Fig. 1: routing congestion
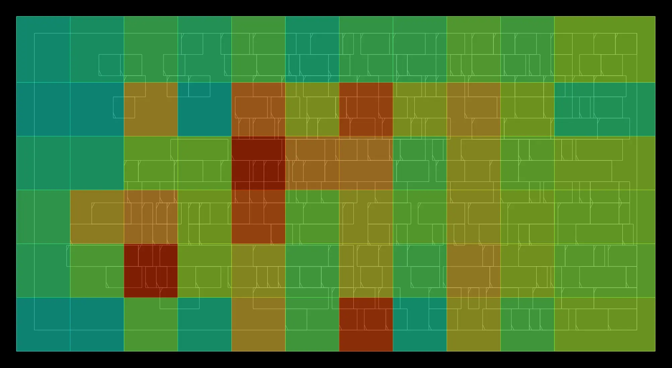
Fig. 2: cells by drive strength
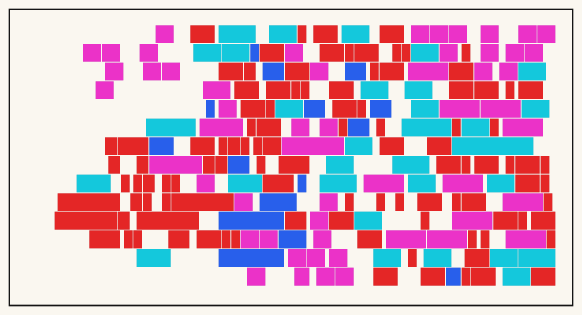
File: config.mk
export PLATFORM = sky130hd
export DESIGN_NAME = mem_port_arbiter_flat
export DESIGN_NICKNAME = d
export VERILOG_FILES = /design/src/rtl/mem_arb_pkg.sv /design/src/rtl/mem_port_arbiter_if.sv /design/src/rtl/mem_arb_wait_cnt.sv /design/src/rtl/mem_port_arbiter.sv /design/src/flat_wrapper.sv
export SDC_FILE = /design/constraint.sdc
export NUM_CORES = 1
export LEC_CHECK = 0
export ABC_AREA = 1
export ABC_CLOCK_PERIOD_IN_PS = 1400
export CORE_ASPECT_RATIO = 0.5
export CORE_MARGIN = 2
export CORE_UTILIZATION = 26
export DETAILED_ROUTE_END_ITERATION = 7
export GPL_ROUTABILITY_DRIVEN = 0
export GPL_TIMING_DRIVEN = 0
export PLACE_DENSITY = 0.83
export SETUP_SLACK_MARGIN = 0.05
export SLEW_MARGIN = 40
export SYNTH_ARGS = -nofsm -noshare
export SYNTH_HDL_FRONTEND = slang
export SYNTH_SLANG_ARGS = --single-unit
export TNS_END_PERCENT = 1
File: constraint.sdc
create_clock -name clk -period 1.4 [get_ports clk]
set_input_delay 0.28 -clock clk [delete_from_list [all_inputs] [get_ports clk]]
set_output_delay 0.28 -clock clk [all_outputs]
set_load 0.05 [all_outputs]
File: src/rtl/mem_arb_pkg.sv
// Shared definitions for the CPU/DMA memory port arbiter: owner encoding and
// the default starvation limit.
package mem_arb_pkg;

  typedef enum logic [1:0] {
    OWN_NONE = 2'b00,
    OWN_CPU  = 2'b01,
    OWN_DMA  = 2'b10
  } owner_e;

  localparam int MAXWAIT_DEF = 4;
  localparam int WAIT_W      = 4;

endpackage

File: src/rtl/mem_port_arbiter_if.sv
// Bus bundle between the two requesters, the arbiter and the byte-wide memory.
// slave is the arbiter's view; master is the surrounding requesters + memory.
interface mem_port_arbiter_if #(
  parameter int AW = 8,
  parameter int DW = 8
);
  logic          cpu_req;
  logic          cpu_lock;
  logic          cpu_we;
  logic [AW-1:0] cpu_addr;
  logic [DW-1:0] cpu_wdata;
  logic          cpu_gnt;
  logic [DW-1:0] cpu_rdata;

  logic          dma_req;
  logic          dma_we;
  logic [AW-1:0] dma_addr;
  logic [DW-1:0] dma_wdata;
  logic          dma_gnt;
  logic [DW-1:0] dma_rdata;

  logic [AW-1:0] mem_addr;
  logic [DW-1:0] mem_wdata;
  logic          mem_we;
  logic [DW-1:0] mem_rdata;

  modport slave (
    input  cpu_req, cpu_lock, cpu_we, cpu_addr, cpu_wdata,
    input  dma_req, dma_we, dma_addr, dma_wdata,
    input  mem_rdata,
    output cpu_gnt, cpu_rdata, dma_gnt, dma_rdata,
    output mem_addr, mem_wdata, mem_we
  );

  modport master (
    output cpu_req, cpu_lock, cpu_we, cpu_addr, cpu_wdata,
    output dma_req, dma_we, dma_addr, dma_wdata,
    output mem_rdata,
    input  cpu_gnt, cpu_rdata, dma_gnt, dma_rdata,
    input  mem_addr, mem_wdata, mem_we
  );

endinterface

File: src/rtl/mem_arb_wait_cnt.sv
// Saturating count of cycles a DMA request has been kept waiting; the
// saturated flag lets DMA preempt an unlocked CPU owner.
module mem_arb_wait_cnt
  import mem_arb_pkg::*;
#(
  parameter int MAXWAIT = MAXWAIT_DEF
) (
  input  logic clk,
  input  logic reset,
  input  logic clear,
  input  logic inc,
  output logic saturated
);

  localparam logic [WAIT_W-1:0] MAXV = WAIT_W'(MAXWAIT);

  logic [WAIT_W-1:0] cnt;

  always_ff @(posedge clk or posedge reset) begin
    if (reset) begin
      cnt <= '0;
    end else if (clear) begin
      cnt <= '0;
    end else if (inc && (cnt != MAXV)) begin
      cnt <= cnt + WAIT_W'(1);
    end
  end

  assign saturated = (cnt == MAXV);

endmodule

File: src/rtl/mem_port_arbiter.sv
// Byte-wide memory port arbiter: CPU priority, fetch lock, DMA starvation guard.
//   state    | meaning
//   OWN_NONE | port idle, address/data muxed to zero
//   OWN_CPU  | CPU owns the port; cpu_gnt follows cpu_req
//   OWN_DMA  | DMA owns the port; dma_gnt follows dma_req
module mem_port_arbiter
  import mem_arb_pkg::*;
#(
  parameter int AW      = 8,
  parameter int DW      = 8,
  parameter int MAXWAIT = MAXWAIT_DEF
) (
  input  logic                   clk,
  input  logic                   reset,
  mem_port_arbiter_if.slave      bus,
  output logic [1:0]             owner
);

  owner_e        owner_q;
  logic          wait_sat;
  logic          cpu_gnt_c;
  logic          dma_gnt_c;
  logic [AW-1:0] addr_mux;
  logic [DW-1:0] wdata_mux;

  mem_arb_wait_cnt #(
    .MAXWAIT (MAXWAIT)
  ) u_wait_cnt (
    .clk       (clk),
    .reset     (reset),
    .clear     ((owner_q == OWN_DMA) || !bus.dma_req),
    .inc       (bus.dma_req),
    .saturated (wait_sat)
  );

  // Lock is only honoured while the CPU already owns the port.
  always_ff @(posedge clk or posedge reset) begin
    if (reset) begin
      owner_q <= OWN_NONE;
    end else begin
      case (owner_q)
        OWN_NONE: begin
          if (bus.cpu_req)      owner_q <= OWN_CPU;
          else if (bus.dma_req) owner_q <= OWN_DMA;
          else                  owner_q <= OWN_NONE;
        end
        OWN_CPU: begin
          if (bus.cpu_lock)                                    owner_q <= OWN_CPU;
          else if (bus.dma_req && (!bus.cpu_req || wait_sat))  owner_q <= OWN_DMA;
          else if (bus.cpu_req)                                owner_q <= OWN_CPU;
          else                                                 owner_q <= OWN_NONE;
        end
        OWN_DMA: begin
          if (bus.cpu_req)      owner_q <= OWN_CPU;
          else if (bus.dma_req) owner_q <= OWN_DMA;
          else                  owner_q <= OWN_NONE;
        end
        default: owner_q <= OWN_NONE;
      endcase
    end
  end

  assign cpu_gnt_c = (owner_q == OWN_CPU) && bus.cpu_req;
  assign dma_gnt_c = (owner_q == OWN_DMA) && bus.dma_req;

  always_comb begin
    addr_mux  = '0;
    wdata_mux = '0;
    case (owner_q)
      OWN_CPU: begin
        addr_mux  = bus.cpu_addr;
        wdata_mux = bus.cpu_wdata;
      end
      OWN_DMA: begin
        addr_mux  = bus.dma_addr;
        wdata_mux = bus.dma_wdata;
      end
      default: begin
        addr_mux  = '0;
        wdata_mux = '0;
      end
    endcase
  end

  // Write strobe is gated by the grant, so an async reset kills it at once.
  assign bus.mem_we    = (cpu_gnt_c && bus.cpu_we) || (dma_gnt_c && bus.dma_we);
  assign bus.mem_addr  = addr_mux;
  assign bus.mem_wdata = wdata_mux;
  assign bus.cpu_gnt   = cpu_gnt_c;
  assign bus.dma_gnt   = dma_gnt_c;
  assign bus.cpu_rdata = bus.mem_rdata;
  assign bus.dma_rdata = bus.mem_rdata;
  assign owner         = owner_q;

endmodule

File: src/flat_wrapper.sv
// flat-port wrapper written by rule: the top's interface ports become plain ports
module mem_port_arbiter_flat import mem_arb_pkg::*;
#(
  parameter int AW      = 8,
  parameter int DW      = 8,
  parameter int MAXWAIT = MAXWAIT_DEF
)
  (clk, reset, owner, bus_cpu_req, bus_cpu_lock, bus_cpu_we, bus_cpu_addr, bus_cpu_wdata, bus_dma_req, bus_dma_we, bus_dma_addr, bus_dma_wdata, bus_mem_rdata, bus_cpu_gnt, bus_cpu_rdata, bus_dma_gnt, bus_dma_rdata, bus_mem_addr, bus_mem_wdata, bus_mem_we);
  mem_port_arbiter_if #(.AW(AW), .DW(DW)) bus_i ();
  input  logic clk;
  input  logic reset;
  output logic [1:0] owner;
  input wire logic [$bits(bus_i.cpu_req)-1:0] bus_cpu_req;
  input wire logic [$bits(bus_i.cpu_lock)-1:0] bus_cpu_lock;
  input wire logic [$bits(bus_i.cpu_we)-1:0] bus_cpu_we;
  input wire logic [$bits(bus_i.cpu_addr)-1:0] bus_cpu_addr;
  input wire logic [$bits(bus_i.cpu_wdata)-1:0] bus_cpu_wdata;
  input wire logic [$bits(bus_i.dma_req)-1:0] bus_dma_req;
  input wire logic [$bits(bus_i.dma_we)-1:0] bus_dma_we;
  input wire logic [$bits(bus_i.dma_addr)-1:0] bus_dma_addr;
  input wire logic [$bits(bus_i.dma_wdata)-1:0] bus_dma_wdata;
  input wire logic [$bits(bus_i.mem_rdata)-1:0] bus_mem_rdata;
  output wire logic [$bits(bus_i.cpu_gnt)-1:0] bus_cpu_gnt;
  output wire logic [$bits(bus_i.cpu_rdata)-1:0] bus_cpu_rdata;
  output wire logic [$bits(bus_i.dma_gnt)-1:0] bus_dma_gnt;
  output wire logic [$bits(bus_i.dma_rdata)-1:0] bus_dma_rdata;
  output wire logic [$bits(bus_i.mem_addr)-1:0] bus_mem_addr;
  output wire logic [$bits(bus_i.mem_wdata)-1:0] bus_mem_wdata;
  output wire logic [$bits(bus_i.mem_we)-1:0] bus_mem_we;
  assign bus_i.cpu_req = bus_cpu_req;
  assign bus_i.cpu_lock = bus_cpu_lock;
  assign bus_i.cpu_we = bus_cpu_we;
  assign bus_i.cpu_addr = bus_cpu_addr;
  assign bus_i.cpu_wdata = bus_cpu_wdata;
  assign bus_i.dma_req = bus_dma_req;
  assign bus_i.dma_we = bus_dma_we;
  assign bus_i.dma_addr = bus_dma_addr;
  assign bus_i.dma_wdata = bus_dma_wdata;
  assign bus_i.mem_rdata = bus_mem_rdata;
  assign bus_cpu_gnt = bus_i.cpu_gnt;
  assign bus_cpu_rdata = bus_i.cpu_rdata;
  assign bus_dma_gnt = bus_i.dma_gnt;
  assign bus_dma_rdata = bus_i.dma_rdata;
  assign bus_mem_addr = bus_i.mem_addr;
  assign bus_mem_wdata = bus_i.mem_wdata;
  assign bus_mem_we = bus_i.mem_we;
  mem_port_arbiter #(.AW(AW), .DW(DW), .MAXWAIT(MAXWAIT)) u_core (.clk(clk), .reset(reset), .bus(bus_i), .owner(owner));
endmodule
==> results.json <==
{
  "layout.cells.most_common_list": "sky130_fd_sc_hd__clkdlybuf4s50_1, sky130_fd_sc_hd__nand2_1, sky130_fd_sc_hd__buf_4",
  "max_slew_vio_count": 0,
  "core_area_sq_mm": 0.002943,
  "ys.flops": 6,
  "route.detailed.drc": 0,
  "finalWorstSetupSlack_ns": -0.5172,
  "ios": 84,
  "layout-drive-gt1-share_pct": 48.78,
  "cp.required_ns": 1.12,
  "vias": 1086,
  "post_synth_inst_count": 119,
  "critical_path_class": "flop to output port",
  "result_of_the_run": "complete, but fails checks",
  "yosys.area.top_type": "sky130_fd_sc_hd__dfrtp_1",
  "dp_hpwl_um": 2272,
  "syn_area_per_cell_sq_um": 6.635,
  "hold_path.class": "primary input to asynchronous set/reset pin",
  "openroad.warnings": 33,
  "x_dimension_of_the_die_um": 81.93,
  "top_cells_by_area": "sky130_fd_sc_hd__dfrtp_1, sky130_fd_sc_hd__buf_4, sky130_fd_sc_hd__nand2_1",
  "antenna_cells": 0,
  "violated_checks": "negative setup slack",
  "finalClockSkew_ns": 0.004475,
  "sink_count": 6,
  "setup_viol": 21,
  "post_synth_instance_area_sq_um": 789.5,
  "finalClockPeriodUsage_pct": 136.9,
  "placed_cells": 234,
  "layout_top_cell": "sky130_fd_sc_hd__clkdlybuf4s50_1",
  "final-instance-count-excl-fill": 245,
  "tns_ns": -8.436,
  "cts_resized": 163,
  "critical_path_arrival_ns": 1.64,
  "post-route-cell-area_sq_mm": 0.001943,
  "peakVddDrop_v": 0.001231,
  "postSynthSeqShare_pct": 19.02,
  "power_density_mw_per_mm2": 2015,
  "gr-total-overflow": 0,
  "global_route_wire_length_before_repair_um": 4464,
  "clk_latency_ns": 0.23
}
Notes on Fig. 1 above:
post-DR wirelength/cell: 11.82 um
Total Routing Usage GR: 16.37%
met3 Usage GRT: 4.681%
met2 GRT Util: 32.68%

Notes on Fig. 2 above:
x3 and x4 -> magenta  # cells 54, share 26%, most used buf_4
x1 and smaller -> red  # cells 105, share 51%, most used clkdlybuf4s50_1
x6 and larger -> cyan  # cells 31, share 15%, most used buf_6
x2 -> blue  # cells 15, share 7.3%, most used a21oi_2

[area by class of cell]
cell class	count	area, sq um	share of cell area, %
repair buffers	82	827.0	42.56
multi-input cells	81	624.3	32.13
plain buffers	21	192.7	9.916
flip-flops and latches	6	152.6	7.856
inverters	11	51.30	2.640
well taps	40	50.05	2.576
clock buffers	4	45.04	2.318
[stage by stage]
stage / total power [uW] / utilization, % / worst slack [ns]
2_1_floorplan: 2245 / - / -0.4739
3_3_place_gp: 2945 / 59.95 / -0.9215
3_5_place_dp: 2981 / 59.95 / -0.9357
4_1_cts: 3846 / 65.05 / -0.5055
5_1_grt: 4131 / 66.03 / -0.6020
6_report: 3915 / 66.03 / -0.5172
[kinds of logic after synthesis]
kind of cell    synth area share [%]
xor+xnor                       1.110
buf+inv                        25.36
fa+ha+maj                      9.508
compound gates                 17.12
simple gates                   27.89
flops                          19.02
[flip-flops by register name, indices dropped and copies added, names as in the netlist]
register	flops
u_core.owner	2
u_core.u_wait_cnt.cnt	4
[Yosys cell counts]
library cell,number
sky130_fd_sc_hd__nand3_1,4
sky130_fd_sc_hd__ha_1,6
sky130_fd_sc_hd__buf_6,1
sky130_fd_sc_hd__nand2_1,38
sky130_fd_sc_hd__inv_1,9
sky130_fd_sc_hd__buf_4,19
sky130_fd_sc_hd__a21oi_1,17
sky130_fd_sc_hd__dfrtp_1,6
sky130_fd_sc_hd__inv_2,2
sky130_fd_sc_hd__o21ai_0,1
sky130_fd_sc_hd__a22o_1,1
sky130_fd_sc_hd__a22oi_1,1
sky130_fd_sc_hd__nand4_2,1
sky130_fd_sc_hd__nor2_1,4
sky130_fd_sc_hd__o21ai_1,4
sky130_fd_sc_hd__nand3_2,1
sky130_fd_sc_hd__xor2_1,1
sky130_fd_sc_hd__nor2_8,1
sky130_fd_sc_hd__buf_2,1
sky130_fd_sc_hd__a21oi_2,1
[power breakdown]
| part | leakage (uW) | switching, uW | internal (uW) |
|---|---|---|---|
| clock network | 0.0000228 | 81.1 | 196 |
| registers | 0.0000761 | 70.8 | 235 |
| logic | 0.000734 | 1890 | 1440 |
[critical path: stages, from the launching register on]
cell                         delay (ns)
sky130_fd_sc_hd__dfrtp_2           0.40
sky130_fd_sc_hd__inv_4             0.06
sky130_fd_sc_hd__ha_4              0.27
sky130_fd_sc_hd__clkinvlp_4        0.11
sky130_fd_sc_hd__bufbuf_16         0.30
sky130_fd_sc_hd__a21oi_4           0.11
sky130_fd_sc_hd__buf_6             0.17
[layer usage]
metal  wire length [um]  global-route usage [%]
met4                 25                   4.000
met3                269                   4.681
met2               1536                   32.68
met5                  0                       0
met1               1064                   16.56
[path summary, 6_finish.rpt]
path                                               start                       end  slack [ns]  cells past startpoint
worst min-delay path                               reset  u_core.u_wait_cnt.cnt[2]        0.26                      2
min in group clk                u_core.u_wait_cnt.cnt[3]  u_core.u_wait_cnt.cnt[3]        0.55                      2
worst max register to register           u_core.owner[0]  u_core.u_wait_cnt.cnt[0]       -0.01                      7
worst min register to register  u_core.u_wait_cnt.cnt[3]  u_core.u_wait_cnt.cnt[3]        0.55                      2
max in group asynchronous                          reset           u_core.owner[0]        0.93                      2
worst max-delay path                     u_core.owner[0]           bus_mem_addr[4]       -0.52                      6
Power figures rest on the tool's default switching activity, not on a simulated workload.
